[src/rtl/rv_ctrl_pkg.sv]
// rv_ctrl_pkg -- shared definitions for the multi-cycle RISC-V control unit.
//   * state_t   : controller state encoding
//   * OPC_*     : major opcodes recognised in DECODE
//   * CC_*      : Concat_control (immediate-format select) encodings
//   * ctrl_t    : bundle of registered per-state control outputs
//   * ctrl_decode(): Moore output decode for a given state
package rv_ctrl_pkg;

    typedef enum logic [4:0] {
        ST_IDLE     = 5'd0,
        ST_FETCH    = 5'd1,
        ST_DECODE   = 5'd2,
        ST_MEM_ADDR = 5'd3,
        ST_MEM_RD   = 5'd4,
        ST_MEM_WR   = 5'd5,
        ST_MEM_WB   = 5'd6,
        ST_R_EX     = 5'd7,
        ST_I_EX     = 5'd8,
        ST_ALU_WB   = 5'd9,
        ST_BR_EX    = 5'd10,
        ST_JAL_EX   = 5'd11,
        ST_JALR_EX  = 5'd12,
        ST_JMP_WB   = 5'd13,
        ST_U_EX     = 5'd14,
        ST_U_WB     = 5'd15,
        ST_TRAP     = 5'd16
    } state_t;

    localparam logic [6:0] OPC_LOAD   = 7'b0000011;
    localparam logic [6:0] OPC_STORE  = 7'b0100011;
    localparam logic [6:0] OPC_OP     = 7'b0110011;
    localparam logic [6:0] OPC_OP_IMM = 7'b0010011;
    localparam logic [6:0] OPC_BRANCH = 7'b1100011;
    localparam logic [6:0] OPC_JAL    = 7'b1101111;
    localparam logic [6:0] OPC_JALR   = 7'b1100111;
    localparam logic [6:0] OPC_LUI    = 7'b0110111;
    localparam logic [6:0] OPC_AUIPC  = 7'b0010111;

    localparam logic [2:0] CC_NONE  = 3'b000;
    localparam logic [2:0] CC_U     = 3'b001;
    localparam logic [2:0] CC_J     = 3'b010;
    localparam logic [2:0] CC_I     = 3'b011;
    localparam logic [2:0] CC_B     = 3'b100;
    localparam logic [2:0] CC_LD    = 3'b101;
    localparam logic [2:0] CC_SHAMT = 3'b110;

    typedef struct packed {
        logic       reg_dst;
        logic       jump;
        logic       branch;
        logic       mem_read;
        logic       mem_to_reg;
        logic       mem_write;
        logic       alu_src1;
        logic       alu_src2;
        logic       reg_write;
        logic       jal_or_jalr;
        logic       illegal;
        logic       fetch;      // qualifies IRWrite/PCWrite with IMemReady
        logic       alu_op_en;  // forwards opcode to ALUOp
        logic [2:0] concat;
    } ctrl_t;

    // Every field starts at zero and is raised only by the state that needs it.
    function automatic ctrl_t ctrl_decode(input state_t st, input logic is_load,
                                          input logic [2:0] funct3);
        ctrl_t c;
        c = '0;
        c.alu_op_en = (st != ST_IDLE) && (st != ST_TRAP);
        case (st)
            ST_FETCH:    begin c.mem_read = 1'b1; c.fetch = 1'b1; end
            ST_MEM_ADDR: begin c.alu_src2 = 1'b1; c.concat = is_load ? CC_LD : CC_I; end
            ST_MEM_RD:   c.mem_read = 1'b1;
            ST_MEM_WR:   c.mem_write = 1'b1;
            ST_MEM_WB:   begin c.reg_dst = 1'b1; c.reg_write = 1'b1; c.mem_to_reg = 1'b1; end
            // Shifts (funct3 x01) carry a shamt-style immediate.
            ST_I_EX:     begin c.alu_src2 = 1'b1;
                               c.concat = (funct3[1:0] == 2'b01) ? CC_SHAMT : CC_I; end
            ST_ALU_WB,
            ST_JMP_WB,
            ST_U_WB:     begin c.reg_dst = 1'b1; c.reg_write = 1'b1; end
            ST_BR_EX:    begin c.branch = 1'b1; c.concat = CC_B; end
            ST_JAL_EX:   begin c.alu_src1 = 1'b1; c.alu_src2 = 1'b1; c.jump = 1'b1;
                               c.concat = CC_J; end
            ST_JALR_EX:  begin c.alu_src2 = 1'b1; c.jump = 1'b1; c.jal_or_jalr = 1'b1;
                               c.concat = CC_I; end
            ST_U_EX:     begin c.alu_src1 = 1'b1; c.alu_src2 = 1'b1; c.concat = CC_U; end
            ST_TRAP:     c.illegal = 1'b1;
            default:     c.concat = CC_NONE;
        endcase
        return c;
    endfunction

endpackage

[src/rtl/mc_control_fsm_if.sv]
// mc_control_fsm_if -- memory handshake bundle between the control FSM and
// the instruction/data memory port.
//   IMemReady, DMemReady : memory -> controller ready strobes
//   MemRead, MemWrite    : controller -> memory access requests
//   BE                   : byte enables, XLEN/8 wide
// Modports: master (controller side), slave (memory side).
interface mc_control_fsm_if #(
    parameter int XLEN = 32
) ();
    logic                IMemReady;
    logic                DMemReady;
    logic                MemRead;
    logic                MemWrite;
    logic [XLEN/8-1:0]   BE;

    modport master (input IMemReady, DMemReady, output MemRead, MemWrite, BE);
    modport slave  (output IMemReady, DMemReady, input MemRead, MemWrite, BE);
endinterface

[src/rtl/mc_be_decode.sv]
// mc_be_decode -- combinational byte-enable decode for loads/stores.
//   funct3  in  access size field of the instruction
//   be      out low-order byte enables (XLEN/8 wide)
//   illegal out size not supported at this XLEN
module mc_be_decode #(
    parameter int XLEN = 32
) (
    input  logic [2:0]        funct3,
    output logic [XLEN/8-1:0] be,
    output logic              illegal
);
    localparam int BW = XLEN / 8;

    logic [3:0] nbytes_s;

    // Map funct3 to an access size; doubleword and LWU exist only for RV64.
    always_comb begin
        nbytes_s = 4'd0;
        illegal  = 1'b0;
        case (funct3)
            3'b000, 3'b100: nbytes_s = 4'd1;
            3'b001, 3'b101: nbytes_s = 4'd2;
            3'b010:         nbytes_s = 4'd4;
            3'b110:         if (XLEN == 32) illegal = 1'b1; else nbytes_s = 4'd4;
            3'b011:         if (XLEN == 32) illegal = 1'b1; else nbytes_s = 4'(BW);
            default:        illegal = 1'b1;
        endcase
    end

    // Enable the lowest nbytes_s bytes.
    always_comb begin
        be = '0;
        for (int i = 0; i < BW; i++) begin
            be[i] = (i < int'(nbytes_s));
        end
    end
endmodule

[src/rtl/mc_control_fsm.sv]
// mc_control_fsm -- multi-cycle RISC-V control unit (Moore FSM).
// Ports:
//   CLK, RST        clock; asynchronous active-high reset
//   opcode, funct3  from the instruction register
//   mem             mc_control_fsm_if.master: IMemReady/DMemReady in,
//                   MemRead/MemWrite/BE out
//   RegDst..IRWrite datapath controls, ALUOp, Concat_control
//   Illegal         sticky trap flag, cleared only by RST
//   CycleCnt, InstretCnt performance counters
// Macro CTRL_PERF_CNT_EN builds the counters; otherwise they read 0.
module mc_control_fsm
    import rv_ctrl_pkg::*;
#(
    parameter int XLEN  = 32,
    parameter int CNT_W = 32
) (
    input  logic                  CLK,
    input  logic                  RST,
    input  logic [6:0]            opcode,
    input  logic [2:0]            funct3,
    mc_control_fsm_if.master      mem,
    output logic                  RegDst,
    output logic                  Jump,
    output logic                  Branch,
    output logic                  MemtoReg,
    output logic                  ALUSrc1,
    output logic                  ALUSrc2,
    output logic                  RegWrite,
    output logic                  JALorJALR,
    output logic                  PCWrite,
    output logic                  IRWrite,
    output logic [6:0]            ALUOp,
    output logic [2:0]            Concat_control,
    output logic                  Illegal,
    output logic [CNT_W-1:0]      CycleCnt,
    output logic [CNT_W-1:0]      InstretCnt
);
    state_t            state_r;
    state_t            next_s;
    ctrl_t             ctrl_r;
    logic [XLEN/8-1:0] be_r;
    logic [XLEN/8-1:0] be_s;
    logic              be_illegal_s;
    logic              is_load_s;

    assign is_load_s = (opcode == OPC_LOAD);

    mc_be_decode #(.XLEN(XLEN)) u_be_decode (
        .funct3  (funct3),
        .be      (be_s),
        .illegal (be_illegal_s)
    );

    // Next-state logic.
    always_comb begin
        next_s = state_r;
        case (state_r)
            ST_IDLE:     next_s = ST_FETCH;
            ST_FETCH:    if (mem.IMemReady) next_s = ST_DECODE; else next_s = ST_FETCH;
            ST_DECODE: begin
                case (opcode)
                    OPC_LOAD, OPC_STORE: next_s = ST_MEM_ADDR;
                    OPC_OP:              next_s = ST_R_EX;
                    OPC_OP_IMM:          next_s = ST_I_EX;
                    OPC_BRANCH:          next_s = ST_BR_EX;
                    OPC_JAL:             next_s = ST_JAL_EX;
                    OPC_JALR:            next_s = ST_JALR_EX;
                    OPC_LUI, OPC_AUIPC:  next_s = ST_U_EX;
                    default:             next_s = ST_TRAP;
                endcase
            end
            // Stores only allow funct3 000-011, hence the funct3[2] test.
            ST_MEM_ADDR: begin
                if (be_illegal_s || (!is_load_s && funct3[2])) next_s = ST_TRAP;
                else if (is_load_s)                             next_s = ST_MEM_RD;
                else                                            next_s = ST_MEM_WR;
            end
            ST_MEM_RD:   if (mem.DMemReady) next_s = ST_MEM_WB; else next_s = ST_MEM_RD;
            ST_MEM_WR:   if (mem.DMemReady) next_s = ST_FETCH;  else next_s = ST_MEM_WR;
            ST_R_EX,
            ST_I_EX:     next_s = ST_ALU_WB;
            ST_JAL_EX,
            ST_JALR_EX:  next_s = ST_JMP_WB;
            ST_U_EX:     next_s = ST_U_WB;
            ST_MEM_WB,
            ST_ALU_WB,
            ST_BR_EX,
            ST_JMP_WB,
            ST_U_WB:     next_s = ST_FETCH;
            ST_TRAP:     next_s = ST_TRAP;
            default:     next_s = ST_TRAP;
        endcase
    end

    // State register plus outputs registered from the state being entered.
    always_ff @(posedge CLK or posedge RST) begin
        if (RST) begin
            state_r <= ST_IDLE;
            ctrl_r  <= '0;
            be_r    <= '0;
        end else begin
            state_r <= next_s;
            ctrl_r  <= ctrl_decode(next_s, is_load_s, funct3);
            be_r    <= ((next_s == ST_MEM_RD) || (next_s == ST_MEM_WR)) ? be_s : '0;
        end
    end

    assign RegDst         = ctrl_r.reg_dst;
    assign Jump           = ctrl_r.jump;
    assign Branch         = ctrl_r.branch;
    assign MemtoReg       = ctrl_r.mem_to_reg;
    assign ALUSrc1        = ctrl_r.alu_src1;
    assign ALUSrc2        = ctrl_r.alu_src2;
    assign RegWrite       = ctrl_r.reg_write;
    assign JALorJALR      = ctrl_r.jal_or_jalr;
    assign Concat_control = ctrl_r.concat;
    assign Illegal        = ctrl_r.illegal;
    assign mem.MemRead    = ctrl_r.mem_read;
    assign mem.MemWrite   = ctrl_r.mem_write;
    assign mem.BE         = be_r;
    // The IR is loaded at the end of FETCH, so ALUOp follows opcode live
    // rather than a copy taken before the instruction arrived.
    assign ALUOp          = ctrl_r.alu_op_en ? opcode : 7'd0;
    // Write strobes fire only in the fetch cycle where the memory delivers.
    assign IRWrite        = ctrl_r.fetch & mem.IMemReady;
    assign PCWrite        = ctrl_r.fetch & mem.IMemReady;

`ifdef CTRL_PERF_CNT_EN
    logic [CNT_W-1:0] cycle_cnt_r;
    logic [CNT_W-1:0] instret_cnt_r;

    // Cycle count freezes in TRAP; an instruction retires on re-entering FETCH.
    always_ff @(posedge CLK or posedge RST) begin
        if (RST) begin
            cycle_cnt_r   <= '0;
            instret_cnt_r <= '0;
        end else begin
            if (state_r != ST_TRAP) begin
                cycle_cnt_r <= cycle_cnt_r + {{(CNT_W-1){1'b0}}, 1'b1};
            end
            if ((next_s == ST_FETCH) && (state_r != ST_FETCH) && (state_r != ST_IDLE)) begin
                instret_cnt_r <= instret_cnt_r + {{(CNT_W-1){1'b0}}, 1'b1};
            end
        end
    end

    assign CycleCnt   = cycle_cnt_r;
    assign InstretCnt = instret_cnt_r;
`else
    assign CycleCnt   = '0;
    assign InstretCnt = '0;
`endif
endmodule
[src/flat_wrapper.sv]
// flat-port wrapper written by rule: the top's interface ports become plain ports
module mc_control_fsm_flat import rv_ctrl_pkg::*;
#(
    parameter int XLEN  = 32,
    parameter int CNT_W = 32
)
  (CLK, RST, opcode, funct3, RegDst, Jump, Branch, MemtoReg, ALUSrc1, ALUSrc2, RegWrite, JALorJALR, PCWrite, IRWrite, ALUOp, Concat_control, Illegal, CycleCnt, InstretCnt, mem_IMemReady, mem_DMemReady, mem_MemRead, mem_MemWrite, mem_BE);
  mc_control_fsm_if #(.XLEN(XLEN)) mem_i ();
  input  logic CLK;
  input  logic RST;
  input  logic [6:0] opcode;
  input  logic [2:0] funct3;
  output logic RegDst;
  output logic Jump;
  output logic Branch;
  output logic MemtoReg;
  output logic ALUSrc1;
  output logic ALUSrc2;
  output logic RegWrite;
  output logic JALorJALR;
  output logic PCWrite;
  output logic IRWrite;
  output logic [6:0] ALUOp;
  output logic [2:0] Concat_control;
  output logic Illegal;
  output logic [CNT_W-1:0] CycleCnt;
  output logic [CNT_W-1:0] InstretCnt;
  input wire logic [$bits(mem_i.IMemReady)-1:0] mem_IMemReady;
  input wire logic [$bits(mem_i.DMemReady)-1:0] mem_DMemReady;
  output wire logic [$bits(mem_i.MemRead)-1:0] mem_MemRead;
  output wire logic [$bits(mem_i.MemWrite)-1:0] mem_MemWrite;
  output wire logic [$bits(mem_i.BE)-1:0] mem_BE;
  assign mem_i.IMemReady = mem_IMemReady;
  assign mem_i.DMemReady = mem_DMemReady;
  assign mem_MemRead = mem_i.MemRead;
  assign mem_MemWrite = mem_i.MemWrite;
  assign mem_BE = mem_i.BE;
  mc_control_fsm #(.XLEN(XLEN), .CNT_W(CNT_W)) u_core (.CLK(CLK), .RST(RST), .opcode(opcode), .funct3(funct3), .mem(mem_i), .RegDst(RegDst), .Jump(Jump), .Branch(Branch), .MemtoReg(MemtoReg), .ALUSrc1(ALUSrc1), .ALUSrc2(ALUSrc2), .RegWrite(RegWrite), .JALorJALR(JALorJALR), .PCWrite(PCWrite), .IRWrite(IRWrite), .ALUOp(ALUOp), .Concat_control(Concat_control), .Illegal(Illegal), .CycleCnt(CycleCnt), .InstretCnt(InstretCnt));
endmodule
[config.mk]
export PLATFORM = sky130hd
export DESIGN_NAME = mc_control_fsm_flat
export DESIGN_NICKNAME = d
export VERILOG_FILES = /design/src/rtl/rv_ctrl_pkg.sv /design/src/rtl/mc_control_fsm_if.sv /design/src/rtl/mc_be_decode.sv /design/src/rtl/mc_control_fsm.sv /design/src/flat_wrapper.sv
export SDC_FILE = /design/constraint.sdc
export NUM_CORES = 1
export LEC_CHECK = 0
export ABC_AREA = 1
export CORE_MARGIN = 2
export CORE_UTILIZATION = 30
export CTS_BUF_LIST = sky130_fd_sc_hd__clkbuf_8
export DETAILED_ROUTE_END_ITERATION = 6
export SYNTH_ARGS = -nofsm -noshare
export SYNTH_HDL_FRONTEND = slang
export SYNTH_SLANG_ARGS = --single-unit
[constraint.sdc]
create_clock -name CLK -period 2 [get_ports CLK]
set_input_delay 0.4 -clock CLK [delete_from_list [all_inputs] [get_ports CLK]]
set_output_delay 0.4 -clock CLK [all_outputs]
set_load 0.02 [all_outputs]
### Clock wiring as the flow saved it, run 1

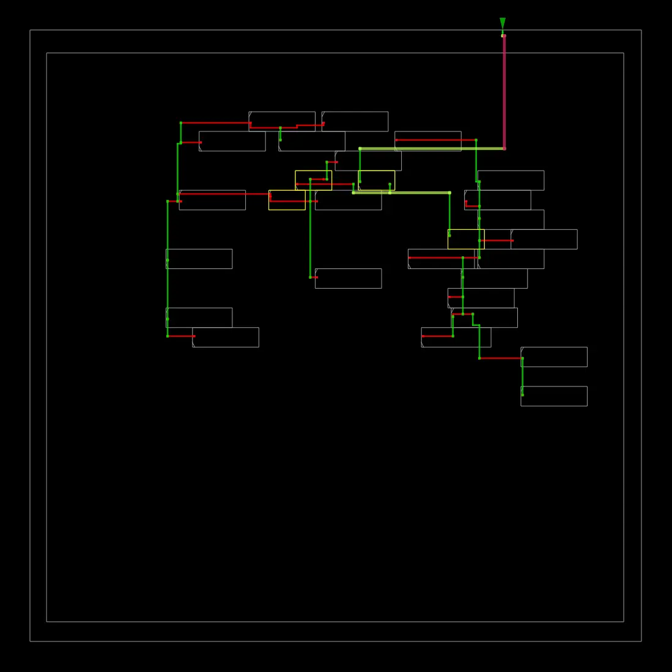
P_clk: 0.313 mW
clock latency reported for the late side of the worst-skew pair: 0.26 ns
worst clock skew: 0.00603 ns
number of sinks on the clock net: 24
clock buffer count from CTS: 3

### Clock wires, drivers and flops, run 1

Scale: 6 px per um.
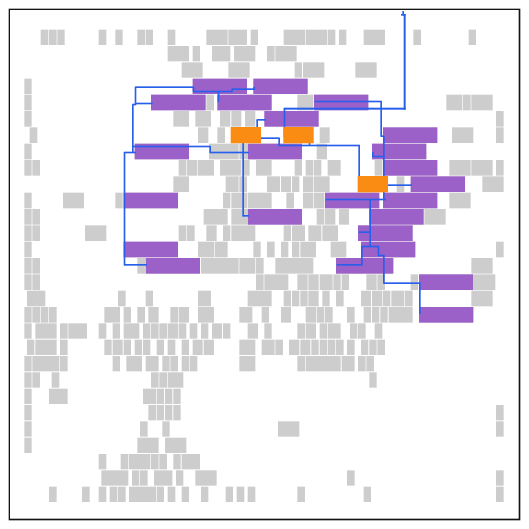
Key: orange = clock-net drivers [count 3]; blue = clock wires [length 255 um]; purple = flip-flops [count 24]
There are 4 routed clock nets.

### Logic cells by family, run 1

Scale: 4 px per um.
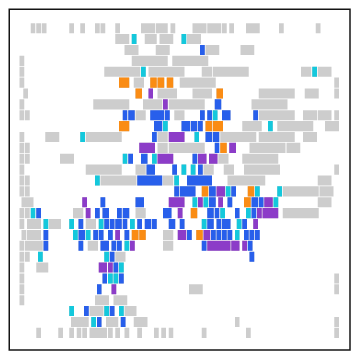
Key: purple = nor cells [cells 29, most used nor2_1]; orange = aoi and oai cells [cells 17, most used a21oi_1]; cyan = inv cells [cells 43, most used inv_1]; blue = nand cells [cells 91, most used nand2_1]

==> impl_metrics.env, run 1 <==
# flow metrics
export IMPL_power_switching_share_pct=39.4
export IMPL_grt_use_total_pct=9.39
export IMPL_cell_internal_pwr_mw=0.918
export IMPL_post_cts_repair_setup_buffers=0
export IMPL_gr_ovfl_total=0
export IMPL_critPathMaxFanout=6
export IMPL_worst_setup_sp="opcode[5]"
export IMPL_report_final_setup_viol=0
export IMPL_ys_sh_adder_pct=0
export IMPL_layout_filler_cells=661
export IMPL_reg2reg_from="u_core.state_r[2]"
export IMPL_start_kind="input pin"
export IMPL_routed_wl_met2_mm=1.67
export IMPL_yosys_stat_cells=275
export IMPL_gp_routability_congestion=0.873
export IMPL_grt_util_met2_pct=16.4
export IMPL_finalInstanceArea_um2=2390
export IMPL_power_sequential_fraction_pct=39.9
export IMPL_post_drt_via_cell_ratio=3.86
export IMPL_ys_warnings_count=0
export IMPL_crit_path_frequent_cell="sky130_fd_sc_hd__nand2_1"
export IMPL_first_pass_grt_wire_length_mm=5.69
export IMPL_postSynthSeqShare_pct=30.7
export IMPL_worst_r2r_path_depth=8
export IMPL_cts_resized_gates=7
export IMPL_floorplan_die_area_um2=7190
export IMPL_overall_die_width_um=84.8
export IMPL_cp_buffers_inverters=3
export IMPL_synth_top_cell_by_area="sky130_fd_sc_hd__dfrtp_1"
export IMPL_synth_seq_cells=24
export IMPL_routed_wire_length_per_instance_um=8.64
export IMPL_max_cap_violations=0
export IMPL_clockPowerShare_pct=20.7
export IMPL_critical_path_arrival_ns=2.04
export IMPL_worst_ir_drop_vdd_v=0.000325
export IMPL_critical_path_max_stage_delay_ns=0.52
export IMPL_synthesis_area_um2=1960
export IMPL_area_delta_synth_final_pct=22.2
export IMPL_crit_path_to="u_core.mem.BE[0]"
export IMPL_final_min_clock_period_ns=1.85
export IMPL_drt_pass_1_iters=5
export IMPL_std_cell_core_area_um2=6310
export IMPL_utilization_pct=37.9
export IMPL_critical_path_cell_count=10
export IMPL_synth_main_ff_cell="sky130_fd_sc_hd__dfrtp_1"
export IMPL_antenna_cells_inserted=0
export IMPL_criticalPathCategory="in -> reg"
export IMPL_vias=1575
export IMPL_cp_end_kind="flip-flop"
export IMPL_power_combinational_fraction_pct=39.5
export IMPL_timing_max_transition_violations_final=0
export IMPL_synthTopCellsByArea="sky130_fd_sc_hd__dfrtp_1 31%, sky130_fd_sc_hd__buf_4 26%, sky130_fd_sc_hd__nand2_1 12%"
export IMPL_grt_antenna_before_repair=0
export IMPL_worst_r2r_endpoint="u_core.mem.BE[0]"
export IMPL_floorplanUtilization_pct=31.0
export IMPL_cpMaxStageDelayCell="sky130_fd_sc_hd__clkdlybuf4s50_1"
export IMPL_leakagePower_nw=1.50
export IMPL_outcome="finished clean"
export IMPL_final_layout_top_logic_cell="sky130_fd_sc_hd__conb_1"
export IMPL_count_of_tool_warnings=26
export IMPL_pg_seq_mw=0.604
export IMPL_netSwitchingPower_mw=0.597
export IMPL_hold_buffers=0
export IMPL_total_cell_area_reported_by_yosys_after_synthesis_um2=1960
export IMPL_synth_xor_area_share_pct=0
export IMPL_critical_path_required_ns=2.19
export IMPL_ys_top_logic_family="buffers and inverters"
export IMPL_detailed_route_drc_error_count=0
export IMPL_final_seq_area_um2=602
export IMPL_hp_class="in -> async"
export IMPL_fmaxAchievable_ghz=0.541
export IMPL_grt_met1_usage_pct=12.4
export IMPL_fin_worst_hold_slack_ns=0.478
export IMPL_logic_area_um2=936
export IMPL_gr_max_usage_layer="met2"
export IMPL_tritoncts="done"
export IMPL_place_detailed_hpwl_mm=3.00
export IMPL_synth_async_sr_flop_share_pct=100
export IMPL_rrSetupSlack_ns=0.19
export IMPL_avgSynthCellArea_um2=7.12
export IMPL_pwr_density_cell_nw_per_um2=633
export IMPL_edff_count_synth=0
export IMPL_finalCritPeriodShare_pct=92.5
export IMPL_worstPathCellList="clkdlybuf4s50_1 -> inv_1 -> nand2_1 -> nand2_1 -> nor2_1 -> o21ai_1 -> nand3_4 -> buf_4 -> nand3_2 -> a21boi_1"
export IMPL_netlist_cell_type_count=22
export IMPL_detailroute_wirelength_met3_um=252
export IMPL_report_final_hold_viol_count=0
export IMPL_met1_length_mm=1.59
export IMPL_floorplan_rows=29
export IMPL_grt_met3_usage_pct=1.77
export IMPL_route_antenna_remaining_nets=0
export IMPL_htree_num_levels=1
export IMPL_pg_comb_mw=0.598
export IMPL_top_level_ports=105
export IMPL_p_total_mw=1.52
export IMPL_mux_area_share_pct=0
export IMPL_max_clock_path_buffers=2
export IMPL_layout_nets=346
export IMPL_cts_root_buf="sky130_fd_sc_hd__clkbuf_8"
export IMPL_synth_top_cell_by_count="sky130_fd_sc_hd__buf_4"
export IMPL_detail_route_iter0_violations=93
export IMPL_die_height_um=84.8
export IMPL_largestPowerGroup="sequential cells"
export IMPL_synth_cellmix_compoundShare_pct=4.73
export IMPL_final_layout_size_suffix_gt1_share_pct=14.8
export IMPL_ys_top_cells_by_count="69 x sky130_fd_sc_hd__buf_4, 62 x sky130_fd_sc_hd__nand2_1, 38 x sky130_fd_sc_hd__inv_1, 24 x sky130_fd_sc_hd__dfrtp_1"
export IMPL_pin_count_of_the_biggest_net_entering_global_routing=25
export IMPL_worst_path_dominant_cell_family="buffers and inverters"
export IMPL_synth_top_area_share_pct=30.7
## run 1: stage by stage
stage	instances	TNS, ns	worst slack, ns
4_1_cts	405	0	0.0212
3_3_place_gp	401	-2.14	-0.169
6_report	408	0	0.150
5_1_grt	408	-0.0140	-0.0140
3_5_place_dp	401	-2.44	-0.174
2_1_floorplan	338	0	0.468
## run 1: area by class of cell
cell class	count	share of cell area, %
multi-input combinational	201	39.1
sequential	24	25.2
tap	77	4.03
timing repair buffer	59	22.6
clock buffer	4	2.30
inverter	43	6.75
## run 1: registers in the layout, indices dropped and copies added (netlist names), 2 cells and up
| register | count |
|---|---|
| u_core.mem.BE | 4 |
| u_core.Concat_control | 3 |
| u_core.ctrl_r | 2 |
| u_core.state_r | 5 |
### Signal wires by layer, run 1

Scale: 3 px per um. Only two layers are drawn.
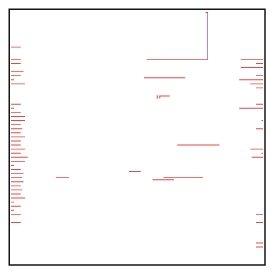

==> run 1 -> run 2 <==
Settings changed: CELL_PAD_IN_SITES_DETAIL_PLACEMENT set to 1, CELL_PAD_IN_SITES_GLOBAL_PLACEMENT set to 2, CORE_UTILIZATION 30 to 20, PLACE_DENSITY_LB_ADDON set to 0.1.
### Signal wires by layer, run 2

Scale: 3 px per um. Only two layers are drawn.
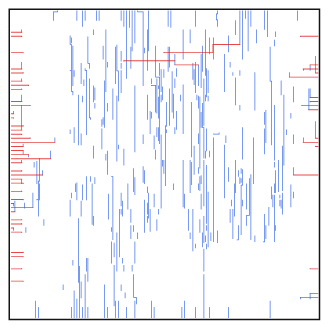
Key: blue = M2 [wire length 2,280 um]; red = M3 [wire length 282 um]
total number of vias: 1,607
overall track demand over capacity in global routing: 9.09%
post-DR wirelength/cell: 10.1 um
total detailed-routing wirelength: 4.71 mm

==> run 2 against run 1 <==
Critical path depth rose by 1. Highest routed layer is now met3. Register-to-register slack got worse by 0.03 ns. Synthesized area did not move. Clock power rose by 7.0%. Flip-flop count did not move. Core utilization fell by 12 points. Combinational power rose by about 10%. Largest power group is now combinational logic. Clock skew fell by 0.0045 ns.
==> impl_metrics.env, run 2 <==
# flow metrics
export IMPL_outcome="finished clean"
export IMPL_netlist_cell_type_count=22
export IMPL_clockPowerShare_pct=21.1
export IMPL_place_detailed_hpwl_mm=4.05
export IMPL_synth_xor_area_share_pct=0
export IMPL_report_final_setup_viol=0
export IMPL_gr_ovfl_total=0
export IMPL_critPathMaxFanout=7
export IMPL_final_seq_area_um2=602
export IMPL_synthTopCellsByArea="sky130_fd_sc_hd__dfrtp_1 31%, sky130_fd_sc_hd__buf_4 26%, sky130_fd_sc_hd__nand2_1 12%"
export IMPL_finalInstanceArea_um2=2540
export IMPL_rrSetupSlack_ns=0.16
export IMPL_critical_path_cell_count=11
export IMPL_cell_internal_pwr_mw=0.937
export IMPL_ys_top_cells_by_count="69 x sky130_fd_sc_hd__buf_4, 62 x sky130_fd_sc_hd__nand2_1, 38 x sky130_fd_sc_hd__inv_1, 24 x sky130_fd_sc_hd__dfrtp_1"
export IMPL_worst_ir_drop_vdd_v=0.000295
export IMPL_area_delta_synth_final_pct=29.6
export IMPL_mux_area_share_pct=0
export IMPL_cp_end_kind="flip-flop"
export IMPL_report_final_hold_viol_count=0
export IMPL_layout_setup_ws_ns=0.155
export IMPL_worst_r2r_path_depth=11
export IMPL_pg_seq_mw=0.595
export IMPL_leakagePower_nw=1.56
export IMPL_cp_buffers_inverters=1
export IMPL_tritoncts="done"
export IMPL_power_sequential_fraction_pct=37.5
export IMPL_synth_seq_cells=24
export IMPL_final_layout_size_suffix_gt1_share_pct=19.2
export IMPL_max_flop_register="u_core.state_r"
export IMPL_floorplan_die_area_um2=10600
export IMPL_antenna_cells_inserted=0
export IMPL_layout_filler_cells=1243
export IMPL_netSwitchingPower_mw=0.652
export IMPL_route_antenna_remaining_nets=0
export IMPL_hp_class="in -> async"
export IMPL_utilization_pct=26.3
export IMPL_overall_die_width_um=103
export IMPL_final_min_clock_period_ns=1.84
export IMPL_p_total_mw=1.59
export IMPL_die_height_um=103
export IMPL_top_level_ports=105
export IMPL_synth_top_cell_by_area="sky130_fd_sc_hd__dfrtp_1"
export IMPL_synthesis_area_um2=1960
export IMPL_clkLatencyLatePin_ns=0.27
export IMPL_power_switching_share_pct=41.0
export IMPL_ys_sh_adder_pct=0
export IMPL_synth_main_ff_cell="sky130_fd_sc_hd__dfrtp_1"
export IMPL_worst_setup_sp="u_core.state_r[1]"
export IMPL_stdcell_count=467
export IMPL_cts_buffers_inserted=3
export IMPL_critical_path_required_ns=2.20
export IMPL_synth_cellmix_compoundShare_pct=4.73
export IMPL_synth_async_sr_flop_share_pct=100
export IMPL_ys_warnings_count=0
export IMPL_grt_antenna_before_repair=0
export IMPL_synth_top_area_share_pct=30.7
export IMPL_pin_count_of_the_biggest_net_entering_global_routing=25
export IMPL_pwr_density_cell_nw_per_um2=626
export IMPL_pg_comb_mw=0.658
export IMPL_ys_top_logic_family="buffers and inverters"
run 2: cell counts after synthesis:
No cell type changed its count.
run 2: final cells by class:
class	count	area share, %
multi-input cells	201	38.6
flip-flops and latches	24	23.7
repair buffers	62	22.6
well taps	133	6.55
inverters	43	6.36
clock buffers	4	2.17
run 2: metal layers:
metal	track usage, %	up-vias	wire, um
li1	-	823	-
met2	15.8	61	2280
met3	1.97	0	281
met1	12.1	723	2150
met5	0	-	0
met4	0.607	0	0
run 2: timing repair:
| action | 4_1_cts | 5_1_grt |
|---|---|---|
| resized | 7 | 30 |
| buffers inserted | 0 | 0 |
| endpoints found under the hold margin | 0 | 0 |
| endpoints found under the setup margin | 7 | 19 |
| hold buffers | 0 | 0 |
| pin swaps | 0 | 6 |
### Clock wires, drivers and flops, run 2

Scale: 4 px per um.
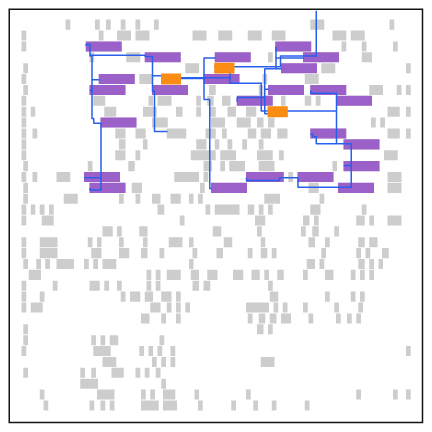

==> run 2 -> run 3 <==
Settings changed: CORE_MARGIN 2 to 1.5.
### Clock wires, drivers and flops, run 3

Scale: 4 px per um.
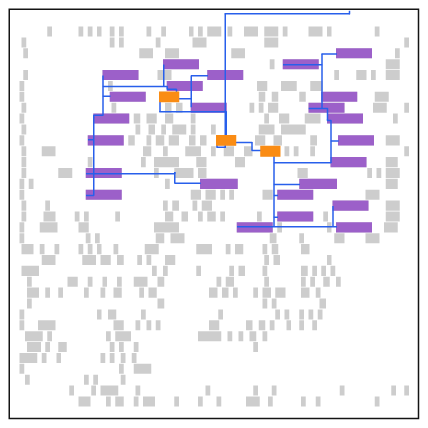
P_clk: 0.322 mW
worst clock skew: 0.00213 ns

==> run 3 against run 2 <==
Clock power shrank 4%. Final area down 0.25%. Register-to-register slack barely moved. Sequential share of layout area up 0.11 points. Critical path depth is 2 higher. Die size decreased by 1.9%. Via count rose by 1.4%. Global-route usage up 0.39 points. Final cell count down 0.86%. Critical path type is now in -> reg. Core utilization rose by 0.69 points. Flip-flop count did not move. Clock skew rose by 0.00059 ns.
==> impl_metrics.env, run 3 <==
# flow metrics
export IMPL_synthesis_area_um2=1960
export IMPL_synth_top_cell_by_area="sky130_fd_sc_hd__dfrtp_1"
export IMPL_tritoncts="done"
export IMPL_postSynthSeqShare_pct=30.7
export IMPL_ys_top_cells_by_count="69 x sky130_fd_sc_hd__buf_4, 62 x sky130_fd_sc_hd__nand2_1, 38 x sky130_fd_sc_hd__inv_1, 24 x sky130_fd_sc_hd__dfrtp_1"
export IMPL_p_total_mw=1.57
export IMPL_count_of_tool_warnings=27
export IMPL_post_drt_via_cell_ratio=3.52
export IMPL_fin_worst_hold_slack_ns=0.484
export IMPL_critical_path_cell_count=13
export IMPL_criticalPathCategory="in -> reg"
export IMPL_final_layout_size_suffix_gt1_share_pct=19.2
export IMPL_floorplanUtilization_pct=20.9
export IMPL_wirelength_mm=4.70
export IMPL_grt_met3_usage_pct=2.05
export IMPL_routed_wl_met2_mm=2.19
export IMPL_critical_path_max_stage_delay_ns=0.43
export IMPL_edff_count_synth=0
export IMPL_grt_use_total_pct=9.48
export IMPL_utilization_pct=27.0
export IMPL_synth_seq_cells=24
export IMPL_setup_tns_final_ns=0
export IMPL_synth_main_ff_cell="sky130_fd_sc_hd__dfrtp_1"
export IMPL_grt_antenna_before_repair=0
export IMPL_netlist_cell_type_count=22
export IMPL_synthTopCellsByArea="sky130_fd_sc_hd__dfrtp_1 31%, sky130_fd_sc_hd__buf_4 26%, sky130_fd_sc_hd__nand2_1 12%"
export IMPL_largestPowerGroup="combinational logic"
export IMPL_max_flop_register="u_core.state_r"
export IMPL_placed_cell_area_um2=2390
export IMPL_area_delta_synth_final_pct=29.3
export IMPL_outcome="finished clean"
export IMPL_leakagePower_nw=1.55
export IMPL_power_sequential_fraction_pct=38.1
export IMPL_worst_path_dominant_cell_family="simple AND/OR/NAND/NOR gates"
export IMPL_reg2reg_from="u_core.state_r[0]"
export IMPL_cp_end_kind="flip-flop"
export IMPL_report_final_hold_viol_count=0
export IMPL_floorplan_die_area_um2=10400
export IMPL_die_height_um=102
export IMPL_layout_nets=349
export IMPL_std_cell_core_area_um2=9370
export IMPL_final_min_clock_period_ns=1.88
export IMPL_detailroute_wirelength_met3_um=256
export IMPL_power_switching_share_pct=40.6
export IMPL_total_cell_area_reported_by_yosys_after_synthesis_um2=1960
export IMPL_finalCritPeriodShare_pct=94.0
export IMPL_first_pass_grt_wire_length_mm=7.70
export IMPL_stdcell_count=463
export IMPL_pg_seq_mw=0.599
export IMPL_yosys_stat_cells=275
export IMPL_number_of_flip_flops_under_the_largest_register_name=5
export IMPL_antenna_cells_inserted=0
export IMPL_detail_route_iter0_violations=36
export IMPL_detailed_route_drc_error_count=0
export IMPL_clockPowerShare_pct=20.5
export IMPL_hold_buffers=0
export IMPL_met1_length_mm=2.22
export IMPL_io_buffers=40
export IMPL_critical_path_arrival_ns=2.07
export IMPL_grt_util_met2_pct=15.4
export IMPL_cell_internal_pwr_mw=0.934
export IMPL_netSwitchingPower_mw=0.637
export IMPL_drt_pass_1_iters=4
export IMPL_timing_max_transition_violations_final=0
export IMPL_crit_path_to="u_core.mem.BE[3]"
export IMPL_worst_setup_hold_path_clk_slew_ns=0.08
export IMPL_layout_setup_ws_ns=0.121
export IMPL_clkLatencyLatePin_ns=0.26
export IMPL_pwr_density_cell_nw_per_um2=620
export IMPL_place_detailed_instances=459
export IMPL_final_layout_top_logic_cell="sky130_fd_sc_hd__conb_1"
export IMPL_number_of_sinks_on_the_clock_net=24
export IMPL_max_clock_path_buffers=2
export IMPL_vias=1630
export IMPL_max_cap_violations=0
export IMPL_fmaxAchievable_ghz=0.532
export IMPL_cp_buffers_inverters=3
export IMPL_worst_r2r_endpoint="u_core.mem.BE[3]"
export IMPL_start_kind="input pin"
export IMPL_lay_top_cells="64 x sky130_fd_sc_hd__conb_1, 59 x sky130_fd_sc_hd__nand2_1, 38 x sky130_fd_sc_hd__inv_1, 26 x sky130_fd_sc_hd__clkdlybuf4s50_1"
export IMPL_power_combinational_fraction_pct=41.4
export IMPL_synth_top_cell_by_count="sky130_fd_sc_hd__buf_4"
export IMPL_top_level_ports=105
export IMPL_avgSynthCellArea_um2=7.12
export IMPL_cts_buffers_inserted=3
export IMPL_floorplan_rows=35
export IMPL_gr_ovfl_total=0
export IMPL_post_cts_repair_setup_buffers=0
export IMPL_place_detailed_hpwl_mm=3.98
export IMPL_grt_met1_usage_pct=13.0
export IMPL_critical_path_required_ns=2.19
export IMPL_worst_r2r_path_depth=12
export IMPL_rrSetupSlack_ns=0.17
export IMPL_cts_root_buf="sky130_fd_sc_hd__clkbuf_8"
export IMPL_report_final_setup_viol=0
export IMPL_critPathMaxFanout=5
export IMPL_worst_setup_sp="opcode[0]"
export IMPL_pre_cts_ws_ns=-0.256
export IMPL_htree_num_levels=1
export IMPL_cpMaxStageDelayCell="sky130_fd_sc_hd__clkdlybuf4s50_1"
export IMPL_routed_wire_length_per_instance_um=10.1
export IMPL_route_antenna_remaining_nets=0
export IMPL_hp_class="in -> async"
export IMPL_synth_top_area_share_pct=30.7
export IMPL_gp_routability_congestion=0.735
export IMPL_worstPathCellList="clkdlybuf4s50_1 -> nand2_2 -> inv_1 -> nand2_1 -> nand2_1 -> nand2_2 -> nand3_2 -> nand2_1 -> nand2_2 -> buf_4 -> nor2_4 -> nand3_4 -> a21oi_1"
export IMPL_grt_pass1_vias=1576
export IMPL_synth_async_sr_flop_share_pct=100
export IMPL_top_layer="met4"
export IMPL_overall_die_width_um=102
export IMPL_pg_comb_mw=0.650
export IMPL_synthCells=275
export IMPL_finalInstanceArea_um2=2530
export IMPL_gr_max_usage_layer="met2"
export IMPL_pin_count_of_the_biggest_net_entering_global_routing=25
export IMPL_worst_ir_drop_vdd_v=0.000234
export IMPL_ys_warnings_count=0
export IMPL_grt_setup_unrepaired="yes"
-- run 3: cell counts after synthesis --
Identical to the previous run, type by type.
-- run 3: cells by family after synthesis --
group,count (synthesis),synth area share (%)
flip-flops,24,30.7
AND-OR/OR-AND,17,4.73
other,1,0.192
buffers and inverters,113,35.3
AND/OR/NAND/NOR,120,29.1
-- run 3: layout make-up --
type | instances | area (um^2)
Clock buffer | 4 | 55.1
Fill cell | 1208 | 6840
Inverter | 43 | 161
Multi-Input combinational cell | 201 | 977
Sequential cell | 24 | 603
Tap cell | 129 | 161
Timing Repair Buffer | 62 | 574
-- run 3: what timing repair did --
action | CTS | global route
gates resized | 7 | 27
setup endpoints to repair | 7 | 20
hold endpoints to repair | 0 | 0

==> notes/layouts.md <==
Pictures saved along the way, in no particular order.

Pin map.
Scale: 4 px per um. Pins as bars across the die edge, other pins in grey.
picture 1
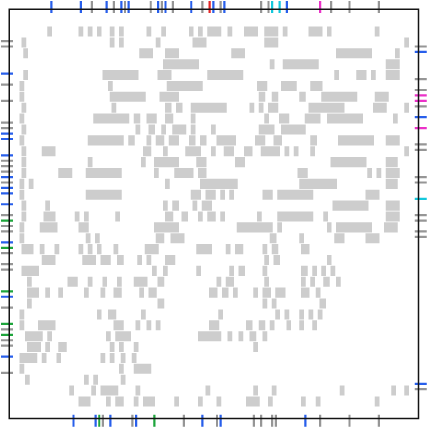
picture 2
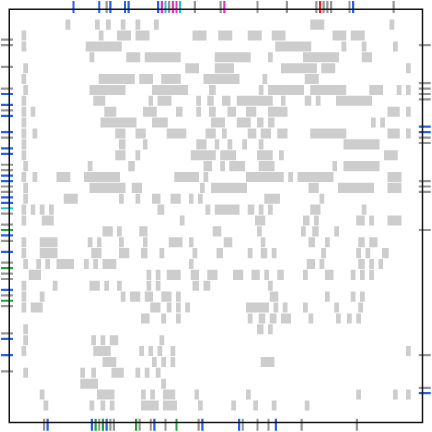
picture 3
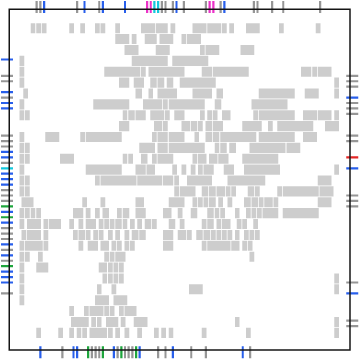
- run 2 = picture 2
- run 1 = picture 3
- run 3 = picture 1

Key to picture 1:
Key: red = Branch [pins 1, direction output, edge top]; magenta = mem_BE [pins 4, direction output, edge 3 right, 1 top]; cyan = funct3 [pins 3, direction input, edge 2 top, 1 right]; green = ALUOp [pins 7, direction output, edge 5 left, 2 bottom]; blue = InstretCnt [pins 32, direction output, edge 11 top, 11 left, 7 bottom, 3 right]

No activity file was given, so power comes from the tool's default toggle rates.
